run_1/met4.png
Scale bar: 50 um.
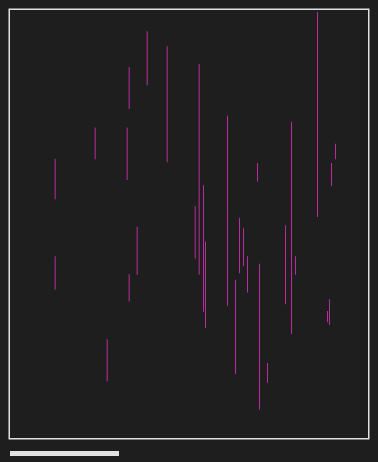
run_1/clock_map.png
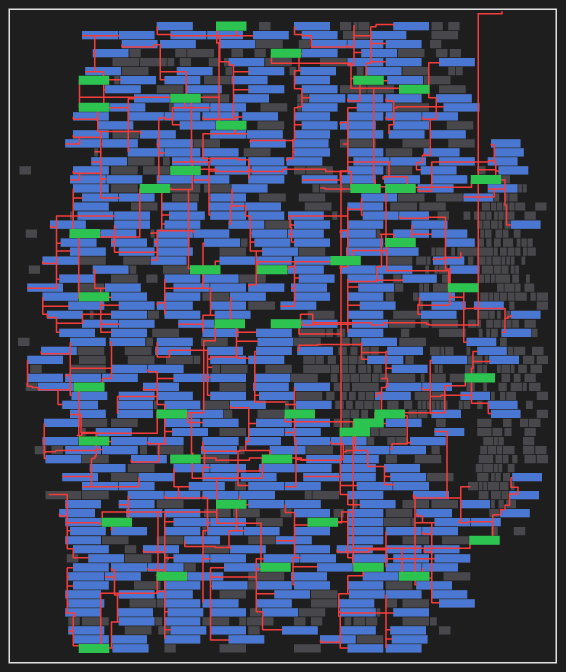
run_1/drive_strength.png
Scale bar: 50 um.
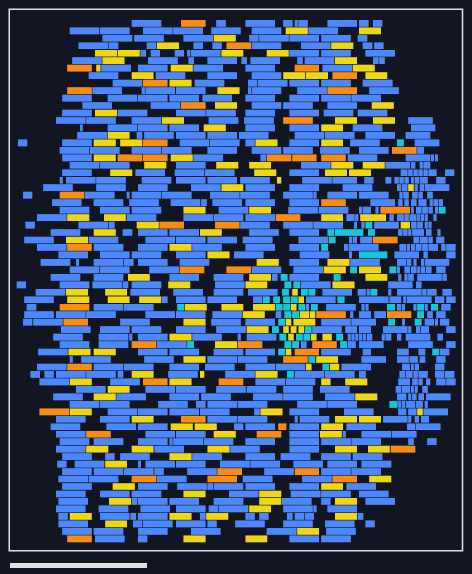
--- src/rtl/rgb_pkg.sv ---
// Shared types and constants for the rgb pixel source: input FSM states,
// the buffered pixel word layout and coordinate width helpers.
package rgb_pkg;

  typedef enum logic {
    WAIT_SOF = 1'b0,
    ACCEPT   = 1'b1
  } in_state_t;

  localparam int DEF_COLOR_BITS = 8;
  localparam int DEF_X_WIDTH    = 64;
  localparam int DEF_Y_WIDTH    = 64;

  // Buffered word layout at the default colour depth; modules with other
  // depths declare the same {sof, color} shape locally.
  typedef struct packed {
    logic                          sof;
    logic [3*DEF_COLOR_BITS-1:0]   color;
  } pixel_t;

  function automatic int coord_bits(input int n);
    return (n < 2) ? 1 : $clog2(n);
  endfunction

  localparam int DEF_X_BITS = coord_bits(DEF_X_WIDTH);
  localparam int DEF_Y_BITS = coord_bits(DEF_Y_WIDTH);

endpackage

--- src/rtl/rgb_pixel_source_if.sv ---
// Host pixel stream plus tagged pixel stream towards the rgb stage.
// master = the pixel source block, slave = its surroundings (host + rgb stage).
interface rgb_pixel_source_if #(
  parameter int COLOR_BITS = 8,
  parameter int X_BITS     = 6,
  parameter int Y_BITS     = 6
);
  logic                    s_valid;
  logic                    s_ready;
  logic                    s_sof;
  logic [3*COLOR_BITS-1:0] s_color;

  logic                    m_valid;
  logic                    m_ready;
  logic [X_BITS-1:0]       x;
  logic [Y_BITS-1:0]       y;
  logic [3*COLOR_BITS-1:0] color;
  logic                    m_eol;
  logic                    m_eof;

  modport master (
    input  s_valid, s_sof, s_color, m_ready,
    output s_ready, m_valid, x, y, color, m_eol, m_eof
  );

  modport slave (
    output s_valid, s_sof, s_color, m_ready,
    input  s_ready, m_valid, x, y, color, m_eol, m_eof
  );
endinterface

--- src/rtl/sync_fifo.sv ---
// Show-ahead synchronous FIFO with registered full flag and occupancy count.
// The head word is read straight from the array, so a push is visible next cycle.
module sync_fifo #(
  parameter int WIDTH = 25,
  parameter int DEPTH = 16
) (
  input  logic                   clk,
  input  logic                   rst_n,
  input  logic                   clr,
  input  logic                   push,
  input  logic                   pop,
  input  logic [WIDTH-1:0]       wdata,
  output logic [WIDTH-1:0]       rdata,
  output logic                   full,
  output logic                   empty,
  output logic [$clog2(DEPTH):0] level
);
  localparam int AW = $clog2(DEPTH);

  logic [WIDTH-1:0] mem_q [DEPTH];
  logic [AW-1:0]    wr_ptr_q, wr_ptr_d;
  logic [AW-1:0]    rd_ptr_q, rd_ptr_d;
  logic [AW:0]      level_q, level_d;
  logic             full_q, full_d;
  logic             do_push, do_pop;

  always_comb begin
    do_push  = push & ~full_q & ~clr;
    do_pop   = pop & (level_q != '0) & ~clr;
    wr_ptr_d = wr_ptr_q;
    rd_ptr_d = rd_ptr_q;
    level_d  = level_q;
    if (clr) begin
      wr_ptr_d = '0;
      rd_ptr_d = '0;
      level_d  = '0;
    end else begin
      if (do_push) wr_ptr_d = wr_ptr_q + 1'b1;
      if (do_pop)  rd_ptr_d = rd_ptr_q + 1'b1;
      case ({do_push, do_pop})
        2'b10:   level_d = level_q + 1'b1;
        2'b01:   level_d = level_q - 1'b1;
        default: level_d = level_q;
      endcase
    end
    // Full is registered so the host-side ready never depends on this cycle's pop.
    full_d = (level_d == (AW+1)'(DEPTH));
  end

  always_ff @(posedge clk or negedge rst_n) begin
    if (!rst_n) begin
      wr_ptr_q <= '0;
      rd_ptr_q <= '0;
      level_q  <= '0;
      full_q   <= 1'b0;
    end else begin
      wr_ptr_q <= wr_ptr_d;
      rd_ptr_q <= rd_ptr_d;
      level_q  <= level_d;
      full_q   <= full_d;
    end
  end

  always_ff @(posedge clk) begin
    if (do_push) mem_q[wr_ptr_q] <= wdata;
  end

  assign rdata = mem_q[rd_ptr_q];
  assign full  = full_q;
  assign empty = (level_q == '0);
  assign level = level_q;

endmodule

--- src/rtl/rgb_pixel_source.sv ---
// Buffers a host pixel stream, tags each pixel with raster x/y and presents
// it to the rgb stage; resynchronises the raster position on start-of-frame.
module rgb_pixel_source
  import rgb_pkg::*;
#(
  parameter int X_WIDTH    = DEF_X_WIDTH,
  parameter int Y_WIDTH    = DEF_Y_WIDTH,
  parameter int COLOR_BITS = DEF_COLOR_BITS,
  parameter int FIFO_DEPTH = 16
) (
  input  logic                        clk,
  input  logic                        reset,
  input  logic                        flush,
  rgb_pixel_source_if.master          bus,
  output logic                        frame_done,
  output logic                        frame_err,
  output logic [$clog2(FIFO_DEPTH):0] level
);
  localparam int XB = coord_bits(X_WIDTH);
  localparam int YB = coord_bits(Y_WIDTH);

  typedef struct packed {
    logic                    sof;
    logic [3*COLOR_BITS-1:0] color;
  } word_t;

  in_state_t     state_q, state_d;
  logic [XB-1:0] cx_q, cx_d, x_cur;
  logic [YB-1:0] cy_q, cy_d, y_cur;
  logic          out_en_q;
  logic          err_seen_q, err_seen_d;
  logic          done_q, done_d;
  logic          fifo_full, fifo_empty, fifo_push, pop, s_accept, m_valid_int;
  logic          eol, eof, err_now;
  word_t         head, wr_word;

  // Holds s_ready low until the first edge after reset is released.
  assign bus.s_ready = out_en_q & ~fifo_full;

  always_comb begin
    s_accept    = bus.s_valid & bus.s_ready;
    wr_word     = {bus.s_sof, bus.s_color};
    m_valid_int = ~fifo_empty;
    pop         = m_valid_int & bus.m_ready & ~flush;
    x_cur       = head.sof ? '0 : cx_q;
    y_cur       = head.sof ? '0 : cy_q;
    eol         = (x_cur == XB'(X_WIDTH - 1));
    eof         = eol & (y_cur == YB'(Y_WIDTH - 1));
    err_now     = m_valid_int & head.sof & ((cx_q != '0) | (cy_q != '0)) & ~err_seen_q;

    state_d   = state_q;
    fifo_push = 1'b0;
    case (state_q)
      WAIT_SOF: begin
        if (s_accept & bus.s_sof) begin
          fifo_push = 1'b1;
          state_d   = ACCEPT;
        end
      end
      ACCEPT:   fifo_push = s_accept;
      default:  state_d = WAIT_SOF;
    endcase

    cx_d = cx_q;
    cy_d = cy_q;
    if (pop) begin
      if (x_cur != XB'(X_WIDTH - 1)) begin
        cx_d = x_cur + 1'b1;
        cy_d = y_cur;
      end else begin
        cx_d = '0;
        cy_d = (y_cur == YB'(Y_WIDTH - 1)) ? '0 : y_cur + 1'b1;
      end
    end

    // A misaligned head flags once; the flag re-arms when that head leaves.
    err_seen_d = pop ? 1'b0 : (err_seen_q | err_now);
    done_d     = pop & eof;

    if (flush) begin
      state_d    = WAIT_SOF;
      fifo_push  = 1'b0;
      cx_d       = '0;
      cy_d       = '0;
      err_seen_d = 1'b0;
      done_d     = 1'b0;
    end
  end

  always_ff @(posedge clk or negedge reset) begin
    if (!reset) begin
      state_q    <= WAIT_SOF;
      cx_q       <= '0;
      cy_q       <= '0;
      out_en_q   <= 1'b0;
      err_seen_q <= 1'b0;
      done_q     <= 1'b0;
    end else begin
      state_q    <= state_d;
      cx_q       <= cx_d;
      cy_q       <= cy_d;
      out_en_q   <= 1'b1;
      err_seen_q <= err_seen_d;
      done_q     <= done_d;
    end
  end

  sync_fifo #(
    .WIDTH ($bits(word_t)),
    .DEPTH (FIFO_DEPTH)
  ) u_fifo (
    .clk   (clk),
    .rst_n (reset),
    .clr   (flush),
    .push  (fifo_push),
    .pop   (pop),
    .wdata (wr_word),
    .rdata (head),
    .full  (fifo_full),
    .empty (fifo_empty),
    .level (level)
  );

  assign bus.m_valid = m_valid_int;
  assign bus.x       = m_valid_int ? x_cur : '0;
  assign bus.y       = m_valid_int ? y_cur : '0;
  assign bus.color   = m_valid_int ? head.color : '0;
  assign bus.m_eol   = m_valid_int & eol;
  assign bus.m_eof   = m_valid_int & eof;
  assign frame_err   = err_now;
  assign frame_done  = done_q;

endmodule

--- src/flat_wrapper.sv ---
// flat-port wrapper written by rule: the top's interface ports become plain ports
module rgb_pixel_source_flat import rgb_pkg::*;
#(
  parameter int X_WIDTH    = DEF_X_WIDTH,
  parameter int Y_WIDTH    = DEF_Y_WIDTH,
  parameter int COLOR_BITS = DEF_COLOR_BITS,
  parameter int FIFO_DEPTH = 16
)
  (clk, reset, flush, frame_done, frame_err, level, bus_s_valid, bus_s_sof, bus_s_color, bus_m_ready, bus_s_ready, bus_m_valid, bus_x, bus_y, bus_color, bus_m_eol, bus_m_eof);
  rgb_pixel_source_if #(.COLOR_BITS(COLOR_BITS), .X_BITS(($clog2((6)))), .Y_BITS(($clog2((4))))) bus_i ();
  input  logic clk;
  input  logic reset;
  input  logic flush;
  output logic frame_done;
  output logic frame_err;
  output logic [$clog2(FIFO_DEPTH):0] level;
  input wire logic [$bits(bus_i.s_valid)-1:0] bus_s_valid;
  input wire logic [$bits(bus_i.s_sof)-1:0] bus_s_sof;
  input wire logic [$bits(bus_i.s_color)-1:0] bus_s_color;
  input wire logic [$bits(bus_i.m_ready)-1:0] bus_m_ready;
  output wire logic [$bits(bus_i.s_ready)-1:0] bus_s_ready;
  output wire logic [$bits(bus_i.m_valid)-1:0] bus_m_valid;
  output wire logic [$bits(bus_i.x)-1:0] bus_x;
  output wire logic [$bits(bus_i.y)-1:0] bus_y;
  output wire logic [$bits(bus_i.color)-1:0] bus_color;
  output wire logic [$bits(bus_i.m_eol)-1:0] bus_m_eol;
  output wire logic [$bits(bus_i.m_eof)-1:0] bus_m_eof;
  assign bus_i.s_valid = bus_s_valid;
  assign bus_i.s_sof = bus_s_sof;
  assign bus_i.s_color = bus_s_color;
  assign bus_i.m_ready = bus_m_ready;
  assign bus_s_ready = bus_i.s_ready;
  assign bus_m_valid = bus_i.m_valid;
  assign bus_x = bus_i.x;
  assign bus_y = bus_i.y;
  assign bus_color = bus_i.color;
  assign bus_m_eol = bus_i.m_eol;
  assign bus_m_eof = bus_i.m_eof;
  rgb_pixel_source #(.X_WIDTH(X_WIDTH), .Y_WIDTH(Y_WIDTH), .COLOR_BITS(COLOR_BITS), .FIFO_DEPTH(FIFO_DEPTH)) u_core (.clk(clk), .reset(reset), .flush(flush), .bus(bus_i), .frame_done(frame_done), .frame_err(frame_err), .level(level));
endmodule
--- config.mk ---
export PLATFORM = sky130hd
export DESIGN_NAME = rgb_pixel_source_flat
export DESIGN_NICKNAME = d
export VERILOG_FILES = /design/src/rtl/rgb_pkg.sv /design/src/rtl/rgb_pixel_source_if.sv /design/src/rtl/sync_fifo.sv /design/src/rtl/rgb_pixel_source.sv /design/src/flat_wrapper.sv
export SDC_FILE = /design/constraint.sdc
export NUM_CORES = 1
export LEC_CHECK = 0
export CAP_MARGIN = 25
export CORE_ASPECT_RATIO = 1.2
export CORE_MARGIN = 2
export CORE_UTILIZATION = 55
export DETAILED_ROUTE_END_ITERATION = 10
export PLACE_DENSITY_LB_ADDON = 0.25
export SLEW_MARGIN = 20
export SYNTH_ARGS = -nofsm -noshare
export SYNTH_HDL_FRONTEND = slang
export SYNTH_SLANG_ARGS = --single-unit
--- constraint.sdc ---
create_clock -name clk -period 4.5 [get_ports clk]
set_input_delay 0.675 -clock clk [delete_from_list [all_inputs] [get_ports clk]]
set_output_delay 0.675 -clock clk [all_outputs]
set_load 0.02 [all_outputs]
==> metrics.yaml, run 1 <==
finish:
  final_nets: 967
  num-fill-cells: 1966
  bufAreaShareNonClock_pct: 5.30
  layout_top_cells: "edfxtp_1 (400), mux4_2 (125), clkdlybuf4s50_1 (68), buf_4 (48), clkbuf_16 (43)"
  nNonClkInverters: 11
  sh_comb_area_pct: 20.5
  layout_top_cell: "edfxtp_1"
  flop_area_mm2: 0.0128
  clkCellAreaFrac_pct: 7.09
  signal_buffers: 117
  largest_reg_flops: 400
  dominant-cell-class: "flip-flops and latches"
  top_regs: "u_core.u_fifo.mem_q x400, u_core.cx_q x6, u_core.cy_q x6"
  comb_area_mm2: 0.00406
  antenna_cells: 0
critical_path:
  endpoint_kind: "primary output"
  cp_max_fo: 10
  rr_endpoint: "u_core.u_fifo.full$_DFF_PN0_"
  setup.worst_path.start: "u_core.u_fifo.rd_ptr_q[0]$_DFFE_PN0P_"
  r2r-start: "u_core.u_fifo.level[1]$_DFF_PN0_"
  r2r_slack_ps: 950
  cpLargestDelayFamily: "multiplexers"
pwr:
  p_comb_uw: 313
  power_mw: 8.24
  p_clk_share_pct: 43.0
  power_frac_seq_pct: 53.2
  pwr.group.clock_mw: 3.54
  p_leak_nw: 6.29
  combPwrFrac_pct: 3.8
  netSwitchingFraction_pct: 19.0
timing:
  relSlewSlack_pct: 48.7
  finalSetupViolations: 0
  fin_skew_ps: 20.7
  drv_slew: 0
  rsz0062_at_grt: "false"
  finalHoldViolCount: 0
  fin_crit_ps: 4210
  worst_pin_slew_ps: 763
logic_synthesis:
  top_cells_by_area: "edfxtp_1 (71%), mux4_2 (17%), dfrtp_1 (4.4%)"
  ys_sh_aoi_pct: 1.40
  mux_share_pct: 16.6
  top_cells_by_count: "edfxtp_1 (400), mux4_2 (125), nor2_1 (39)"
  yosys_area_mm2: 0.0170
  syn_area_mm2: 0.0170
  ys_cells: 809
  synth-simple-area-share_pct: 4.30
  ys_async_sr_fraction_pct: 6.98
  ys_ff: 430
  synth_seq_share_pct: 75.0
  syn_area_per_cell_um2: 21.0
  logic_family: "multiplexers"
  top_cell_area_share_pct: 70.6
  synth-xor-area-share_pct: 0.515
  edf_count: 400
detailed_routing:
  ant_nets: 0
  drcViolationCount: 0
  vias: 8425
  drt_wl_total_mm: 35.9
status:
  status: "finished, final reports clean"
clock_tree:
  cts_root_buf: "clkbuf_16"
  cts_tree: "yes"
  clock_latency_ps: 550
  clk_pin_slew_ps: 70
  cts_resized: 1
  clock-sinks: 430
place:
  port_buffers: 69
floorplan:
  fp_util_pct: 55.8
  dieArea_mm2: 0.0323
  row_count: 70
  core_mm2: 0.0305
  die_y_um: 197
worst_hold_path:
  hold_class: "in2async"
global_routing:
  overflow: 0
flow_run:
  max-cap-violations: 0
About met4.png:
The wires run mostly vertical. The layer holds 2.7% of the routed length. 21 nets have wire on it. The longest straight run is 97.2 um. The layer carries 979 um of wire.

About clock_map.png:
Green shows cells driving clock nets, count 41. Blue shows flip-flops, count 430. Red shows clock wires, length 4260 um.
Position of the flops: all over the die.

About drive_strength.png:
Yellow shows drive 2, cells 148, share 15%. Blue shows drive 1 or less, cells 706, share 74%. Cyan shows drive 3 to 4, cells 54, share 5.6%. Orange shows drive 6 and up, cells 51, share 5.3%.
Area Overhead vs Synth: 16.6%
final worst slack: 291 ps

[run 1: metal layers]
| layer | vias to the layer above | track usage [%] | part of all wire, % |
|---|---|---|---|
| li1 | 3573 | - | - |
| met1 | 4394 | 31.4 | 38 |
| met2 | 384 | 38.7 | 52 |
| met3 | 74 | 4.48 | 7.1 |
| met4 | 0 | 7.12 | 2.7 |
| met5 | - | 0 | 0 |
[run 1: through the flow]
step	hold WS [ps]	instance area [um^2]	worst slack [ps]	util, %	cells
6_report	541	19800	291	65.0	1355
5_1_grt	556	19800	59.9	65.0	1355
4_1_cts	539	19800	274	65.0	1355
3_5_place_dp	534	18400	585	60.4	1280
3_3_place_gp	479	18400	644	60.4	1280
2_1_floorplan	379	17000	504	-	809
## Run 2: what changed since run 1
TNS_END_PERCENT = 100   (was not set)
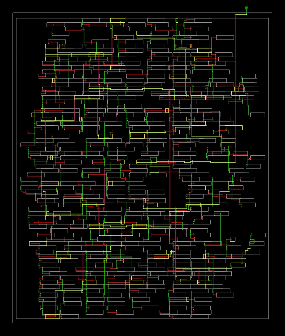
run_2/final_clocks.png
Final Skew: 20.7 ps
clock latency on the worst-skew pair: 550 ps

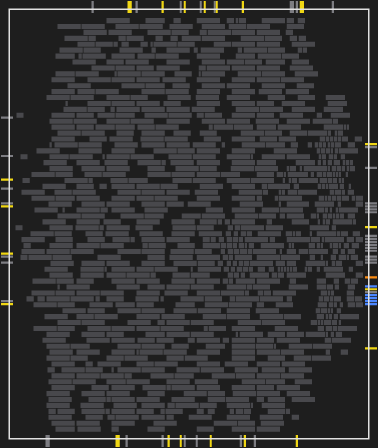
run_2/pins.png
Pins as bars across the die edge, other pins in gray.
Orange shows bus_m_ready, pins 1, direction input, edge right. Blue shows level, pins 5, direction output, edge right. Yellow shows bus_color, pins 24, direction output, edge 9 top, 7 bottom, 4 right, 4 left.
All pins by edge: 26 right, 18 top, 15 bottom, 11 left.
port buffer count: 69
die height: 197 um
Die W: 165 um

==> run 2 against run 1 <==
Against the previous run: wire length stayed put; largest cell class unchanged; register-to-register slack hardly changed; sequential power hardly changed; area after synthesis stayed put; critical path type unchanged; global-route usage stayed put; maximum frequency stayed put.
==> metrics.yaml, run 2 <==
critical_path:
  setup.worst_path.start: "u_core.u_fifo.rd_ptr_q[0]$_DFFE_PN0P_"
  r2r_slack_ps: 950
  cp_max_fo: 10
  endpoint_kind: "primary output"
  rr_endpoint: "u_core.u_fifo.full$_DFF_PN0_"
finish:
  area_growth_pct: 16.6
  final_nets: 967
  largest_reg_flops: 400
  fin_cells: 1355
  antenna_cells: 0
  sh_comb_area_pct: 20.5
  layout_top_cell: "edfxtp_1"
  dominant-cell-class: "flip-flops and latches"
  bufAreaShareNonClock_pct: 5.30
  flop_area_mm2: 0.0128
  nNonClkInverters: 11
  comb_area_mm2: 0.00406
logic_synthesis:
  mux_share_pct: 16.6
  ys_cells: 809
  edf_count: 400
  syn_area_mm2: 0.0170
  syn_area_per_cell_um2: 21.0
  ys_async_sr_fraction_pct: 6.98
  logic_family: "multiplexers"
detailed_routing:
  dr.max_layer_used: "met4"
  dr_wl_met3_mm: 2.56
  vias: 8425
  drt_wl_total_mm: 35.9
  ant_nets: 0
  wl_met1_mm: 13.8
status:
  status: "finished, final reports clean"
timing:
  worst_pin_slew_ps: 763
  fin_crit_ps: 4210
  fin_hold_ws_ps: 541
  drv_slew: 0
global_routing:
  use_met2_pct: 38.7
  use_met3_pct: 4.48
  busiest_layer: "met2"
  overflow: 0
floorplan:
  row_count: 70
  dieArea_mm2: 0.0323
worst_hold_path:
  hold_class: "in2async"
place:
  place_inst: 1280
clock_tree:
  clk_pin_slew_ps: 70
  cts_resized: 1
run 2: power breakdown:
part	total [mW]	leakage (nW)	switching [mW]	internal (mW)
clock	3.54	0.677	1.39	2.15
sequential	4.39	4.01	0.00787	4.38
combinational	0.313	1.61	0.170	0.143
run 2: cells by family (layout without fill, tap and decap cells):
| logic type | count (synthesis) | in the layout |
|---|---|---|
| flops | 430 | 430 |
| simple gates | 140 | 140 |
| mux | 126 | 126 |
| buf+inv | 53 | 203 |
| compound gates | 39 | 39 |
| fa+ha+maj | 10 | 10 |
| xor+xnor | 10 | 10 |
| other cells | 1 | 1 |
run 2: worst register-to-register path: cells and delay by family (launching register included):
family	cells	cell delay, ps
DFF	1	460
AOI/OAI and AO/OA	3	700
buffers and inverters	1	250
and+or+nand+nor	4	1170
xor gates and xnor gates	2	320
adders and majority gates	2	550
Power and IR drop assume default switching activity.
